`config.mk`:
```
export PLATFORM = sky130hd
export DESIGN_NAME = spi_master
export DESIGN_NICKNAME = d
export VERILOG_FILES = /design/src/rtl/spi_pkg.sv /design/src/rtl/spi_master.sv
export SDC_FILE = /design/constraint.sdc
export NUM_CORES = 1
export LEC_CHECK = 0
export CAP_MARGIN = 20
export CORE_ASPECT_RATIO = 0.7
export CORE_MARGIN = 5
export CORE_UTILIZATION = 47
export CTS_CLUSTER_DIAMETER = 200
export DETAILED_ROUTE_END_ITERATION = 10
export PLACE_DENSITY = 0.81
export SYNTH_ARGS = -nofsm -noshare
export SYNTH_HDL_FRONTEND = slang
export SYNTH_SLANG_ARGS = --single-unit
```
`constraint.sdc`:
```
create_clock -name clk -period 1.95 [get_ports clk]
set_input_delay 0.39 -clock clk [delete_from_list [all_inputs] [get_ports clk]]
set_output_delay 0.39 -clock clk [all_outputs]
set_load 0.01 [all_outputs]
```
`src/rtl/spi_pkg.sv`:
```
// Shared definitions for the SPI blocks: frame width, FSM state encoding, counter sizing.
package spi_pkg;

    localparam int SPI_FRAME_W = 8;

    typedef enum logic [2:0] {
        SPI_IDLE,
        SPI_SETUP,
        SPI_LOW,
        SPI_HIGH,
        SPI_HOLD,
        SPI_GAP
    } spi_state_t;

    // Width of a down-counter that must hold (largest phase length - 1), never narrower than 1 bit.
    function automatic int spi_cnt_w(input int a, input int b, input int c, input int d);
        int m;
        m = a;
        if (b > m) m = b;
        if (c > m) m = c;
        if (d > m) m = d;
        return ($clog2(m) < 1) ? 1 : $clog2(m);
    endfunction

endpackage

```
`src/rtl/spi_master.sv`:
```
// SPI mode-0 initiator: one 8-bit MSB-first frame per accepted start, full-duplex capture.
// Latency: CS_SETUP + 15*CLK_DIV + CS_HOLD cycles from acceptance to done; CS_GAP+1 more to next accept.
// Backpressure: start is only sampled in IDLE; requests while busy are dropped, not queued.
module spi_master
    import spi_pkg::*;
#(
    parameter int CLK_DIV  = 4,
    parameter int CS_SETUP = 4,
    parameter int CS_HOLD  = 4,
    parameter int CS_GAP   = 4
) (
    input  logic                   clk,
    input  logic                   rst_n,
    input  logic                   start,
    input  logic [SPI_FRAME_W-1:0] tx_data,
    output logic                   busy,
    output logic                   done,
    output logic [SPI_FRAME_W-1:0] rx_data,
    output logic                   sclk,
    output logic                   cs_n,
    output logic                   spi_dout,
    input  logic                   spi_din
);

    localparam int CW = spi_cnt_w(CLK_DIV, CS_SETUP, CS_HOLD, CS_GAP);
    localparam int BW = $clog2(SPI_FRAME_W);

    localparam logic [CW-1:0] DIV_LD   = CW'(CLK_DIV - 1);
    localparam logic [CW-1:0] SETUP_LD = CW'(CS_SETUP - 1);
    localparam logic [CW-1:0] HOLD_LD  = CW'(CS_HOLD - 1);
    localparam logic [CW-1:0] GAP_LD   = CW'(CS_GAP - 1);
    localparam logic [BW-1:0] LAST_BIT = BW'(SPI_FRAME_W - 1);

    spi_state_t             state;
    logic [CW-1:0]          cnt;
    logic [BW-1:0]          bit_cnt;
    // The MSB goes straight to spi_dout at acceptance, so only the remaining bits are kept.
    logic [SPI_FRAME_W-2:0] tx_sh;
    logic [SPI_FRAME_W-1:0] rx_sh;
    logic                   phase_end;

    assign phase_end = (cnt == '0);

    always_ff @(posedge clk or negedge rst_n) begin
        if (!rst_n) begin
            state    <= SPI_IDLE;
            cnt      <= '0;
            bit_cnt  <= '0;
            tx_sh    <= '0;
            rx_sh    <= '0;
            rx_data  <= '0;
            sclk     <= 1'b0;
            cs_n     <= 1'b1;
            spi_dout <= 1'b0;
            busy     <= 1'b0;
            done     <= 1'b0;
        end else begin
            done <= 1'b0;
            case (state)
                SPI_IDLE: begin
                    if (start) begin
                        tx_sh    <= tx_data[SPI_FRAME_W-2:0];
                        rx_sh    <= '0;
                        bit_cnt  <= '0;
                        cnt      <= SETUP_LD;
                        cs_n     <= 1'b0;
                        spi_dout <= tx_data[SPI_FRAME_W-1];
                        busy     <= 1'b1;
                        state    <= SPI_SETUP;
                    end
                end

                SPI_SETUP: begin
                    if (phase_end) begin
                        sclk  <= 1'b1;
                        rx_sh <= {rx_sh[SPI_FRAME_W-2:0], spi_din};
                        cnt   <= DIV_LD;
                        state <= SPI_HIGH;
                    end else begin
                        cnt <= cnt - 1'b1;
                    end
                end

                SPI_HIGH: begin
                    if (phase_end) begin
                        sclk <= 1'b0;
                        if (bit_cnt == LAST_BIT) begin
                            cnt   <= HOLD_LD;
                            state <= SPI_HOLD;
                        end else begin
                            spi_dout <= tx_sh[SPI_FRAME_W-2];
                            tx_sh    <= {tx_sh[SPI_FRAME_W-3:0], 1'b0};
                            bit_cnt  <= bit_cnt + 1'b1;
                            cnt      <= DIV_LD;
                            state    <= SPI_LOW;
                        end
                    end else begin
                        cnt <= cnt - 1'b1;
                    end
                end

                SPI_LOW: begin
                    if (phase_end) begin
                        sclk  <= 1'b1;
                        rx_sh <= {rx_sh[SPI_FRAME_W-2:0], spi_din};
                        cnt   <= DIV_LD;
                        state <= SPI_HIGH;
                    end else begin
                        cnt <= cnt - 1'b1;
                    end
                end

                SPI_HOLD: begin
                    if (phase_end) begin
                        cs_n     <= 1'b1;
                        spi_dout <= 1'b0;
                        rx_data  <= rx_sh;
                        done     <= 1'b1;
                        cnt      <= GAP_LD;
                        state    <= SPI_GAP;
                    end else begin
                        cnt <= cnt - 1'b1;
                    end
                end

                SPI_GAP: begin
                    if (phase_end) begin
                        busy  <= 1'b0;
                        state <= SPI_IDLE;
                    end else begin
                        cnt <= cnt - 1'b1;
                    end
                end

                default: state <= SPI_IDLE;
            endcase
        end
    end

endmodule

```
Fig. 1: metal layers overlaid
Two of the layers only.
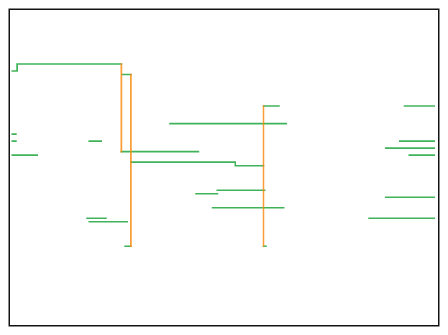
layer	colour	wire length
metal 4	orange	77.5 um
metal 3	green	188 um
routed len/inst: 14.12 um
GR Util All Layers: 15.46%
vias: 1308
routed wire length: 3.516 mm

==> results.txt <==
Physical implementation.

- For this design the total switching power over the nets is 299.2 uW.
- The number of buffer cells added on primary ports is 24.
- The final critical path takes up 94.87% of the cycle.
- Checking max transition, the worst relative margin is 69.40%.
- Looking at the hold checks, the worst path lands on spi_dout$_DFFE_PN0P_.
- The flow ran to the end, and the final reports show no timing, DRC or antenna violations.
- The launch point of the worst hold path is spi_dout$_DFFE_PN0P_.
- The first-pass GRT wire length is 6.078 mm.
- The commonest cells after synthesis are sky130_fd_sc_hd__dfrtp_1, sky130_fd_sc_hd__mux2_2, sky130_fd_sc_hd__nor2_1.
- The power report puts the leakage power at 1.050 nW.
- The floorplan step set the die height to 61.15 um.
- The detail route stage leaves a number of antenna-violating nets equal to 0.
- When the netlist entered floorplanning its net count stood at 176.
- The fraction of post-synthesis cell area in the top cell type by area is 49.86%.
- The critical path's slowest cell is sky130_fd_sc_hd__dfrtp_1.
- The Yosys chip area is 0.001757 mm^2.
- Looking at the worst setup and hold paths, the clock pins of their registers show a slew of 0.08 ns.
- Per the timing report, the most critical flop-to-flop path finishes at rx_sh[3]$_DFFE_PN0P_.
- Detailed placement finished with a half-perimeter wire length of 2.578 mm.
- The first detailed-routing pass ran for 4 iterations.
- For this run, the detailed router reports a per-instance via density of 5.253.
- The class of the most critical setup path is flop to flop.
- Final hold analysis gives a worst-case slack of 0.4920 ns.
- The total negative slack for setup checks is 0 ns.
- The area of the core is 0.003558 mm^2.
- The biggest area contributor in the post-synthesis netlist is sky130_fd_sc_hd__dfrtp_1.
- The flip-flop and latch count after synthesis is 36.
- The clock drives 36 sinks.
- The worst setup path startpoint is cnt[0]$_DFFE_PN0P_.
- The initial antenna violation count is 0.
- In this run the core area contains 18 standard-cell rows.
- The hold violation total from the final report is 0.
- According to the finish report, the design has a final net count of 213.
- The post-CTS setup buffer count is 0.
- The data required time at the worst endpoint is 2.13 ns.
- In the post-synthesis netlist, the cell with the most instances is sky130_fd_sc_hd__dfrtp_1.
- The layout stage reports a final design area of 0.002213 mm^2.
- The fmax is 540.5 MHz.
- The worst-skew pair later-pin latency is 0.30 ns.
- Across all stage logs, warnings added up to 26.
- The total cell area at the placement stage is 0.002120 mm^2.
- Looking at the power breakdown, the clock network takes 40.3% of the total.
- The switching part of the total power is 21.82%.
- The number of slew-limit violations in the final report is 0.
- The total of hold buffers inserted after clock tree synthesis is 0.
- The via count of the first global-routing pass came to 1348.
- The worst reg2reg path startpoint is cnt[0]$_DFFE_PN0P_.
- The most instantiated flip-flop cell in the synthesis netlist is sky130_fd_sc_hd__dfrtp_1.
- The final timing report gives a worst setup slack of 0.1000 ns.
- The worst path arrival time is 2.03 ns.
- Max-cap violations in this run came to 0.
- The floorplan step records an initial core utilization of 49.37%.
- In this run, the number of DRC markers left after iteration 0 of detailed routing was 72.
- The nature of the critical path startpoint is a flop.
- The worst-case reg-to-reg path depth is 6.
- The instance tally after logic synthesis is 161.
- The kind of end point of the critical path is a flop.
- The pre-CTS setup slack is -0.08177 ns.
- The placement summary gives the final routability congestion estimate as 0.8106.
- After the flow finishes, the layout carries non-filler instances totaling 249.
- The synthesis report lists the Yosys warning total as 0.
- Compared with the post-synthesis result, the final layout area differs by 26.00%.
- The share of layout cells above drive strength 1 is 20.60%.
- The min-delay analysis places its worst path in the category flop to flop.
- The portion of total power attributed to combinational logic is 4.5%.
- The TritonCTS buffer count is 5.
- The repair_antennas step left the layout with diodes totalling 0.
- The routed layout reports a DRC error count of 0.
- The die is 83.07 um wide.
- In this run, flip-flops and latches consume 55.2% of the power.
- The post-route total power is 1.371 mW.
- Setup repair after global routing left no endpoint under its margin.
- For reference, the post-synthesis area per instance comes to 10.91 um^2.
Fig. 2: port wiring
The bar under the picture is 20 um long.
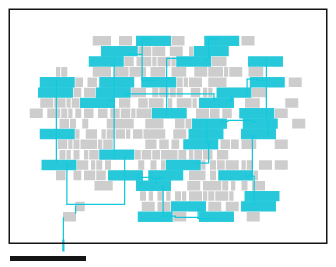
port	colour	bits	direction	end cells	wire
`rst_n`	cyan	1	input	36	289 um

## metal layers
| layer | routed length, um | share of wire [%] | GRT usage, % |
|---|---|---|---|
| met3 | 187 | 5.3 | 4.412 |
| met2 | 1642 | 47 | 26.94 |
| met5 | 0 | 0 | 0 |
| met1 | 1608 | 46 | 17.68 |
| met4 | 77 | 2.2 | 9.091 |
## how the worst max path moves through the flow
stage / slack (ns) / end / cells past startpoint
2_1_floorplan: 0.11 / rx_sh[1]$_DFFE_PN0P_ / 7
3_3_place_gp: -0.004 / rx_sh[7]$_DFFE_PN0P_ / 5
5_1_grt: 0.004 / spi_dout$_DFFE_PN0P_ / 7
3_5_place_dp: -0.08 / rx_sh[3]$_DFFE_PN0P_ / 5
4_1_cts: 0.11 / rx_sh[3]$_DFFE_PN0P_ / 6
6_report: 0.10 / rx_sh[3]$_DFFE_PN0P_ / 6
## placed cells by master, fill, tap and decap left out, types with 2 or more instances in the layout
master / instances
sky130_fd_sc_hd__o31ai_1: 2
sky130_fd_sc_hd__nand4_1: 2
sky130_fd_sc_hd__nand3_1: 2
sky130_fd_sc_hd__inv_1: 10
sky130_fd_sc_hd__mux2_2: 12
sky130_fd_sc_hd__a21oi_1: 10
sky130_fd_sc_hd__nand2b_1: 3
sky130_fd_sc_hd__buf_4: 16
sky130_fd_sc_hd__nor2b_1: 3
sky130_fd_sc_hd__dfrtp_1: 35
sky130_fd_sc_hd__ha_1: 3
sky130_fd_sc_hd__clkdlybuf4s50_1: 24
sky130_fd_sc_hd__nor3_1: 5
sky130_fd_sc_hd__clkbuf_8: 6
sky130_fd_sc_hd__nand2_1: 10
sky130_fd_sc_hd__mux2i_1: 10
sky130_fd_sc_hd__nor2_1: 11
sky130_fd_sc_hd__o21ai_0: 10
sky130_fd_sc_hd__a221oi_1: 2
## flip-flops by register name, indices dropped and copies added (netlist names), 2 cells and up
name     cells
cnt          2
bit_cnt      3
state        3
rx_data      8
rx_sh        8
tx_sh        7
## cells by family (layout without fill, tap and decap cells)
logic type / Yosys count / after routing / share of synthesized area, %
AND/OR/NAND/NOR: 44 / 44 / 13.11
flip-flops: 36 / 36 / 51.35
AND-OR/OR-AND: 33 / 33 / 12.82
multiplexers: 23 / 23 / 14.03
buffers and inverters: 20 / 58 / 5.555
adder cells (fa/ha/maj): 3 / 3 / 2.137
XOR/XNOR: 2 / 2 / 0.9973
## final cells by class
cell class	count	area, um^2
flip-flops and latches	36	902.1
clock buffers	7	86.33
multi-input cells	105	757.0
fillers	297	1345
repair buffers	40	360.3
clock inverters	1	7.507
inverters	10	37.54
well taps	50	62.56
## power by group through the flow
stage	Combinational, mW	Sequential (mW)	Clock (mW)
after floorplan	0.0158	0.770	0
after global placement	0.0595	0.771	0
after detailed placement	0.0619	0.771	0
after CTS	0.0624	0.757	0.568
after global routing	0.0686	0.757	0.601
final	0.0611	0.757	0.553
## critical path, delay by kind of cell (launching register included)
| family | cells | cell delay, ns |
|---|---|---|
| AND/OR/NAND/NOR | 2 | 0.30 |
| flip-flops | 1 | 0.40 |
| AND-OR/OR-AND | 1 | 0.36 |
| multiplexers | 1 | 0.39 |
| buffers and inverters | 1 | 0.10 |
| adder cells (fa/ha/maj) | 1 | 0.19 |
No activity file was given, so power comes from the tool's default toggle rates.
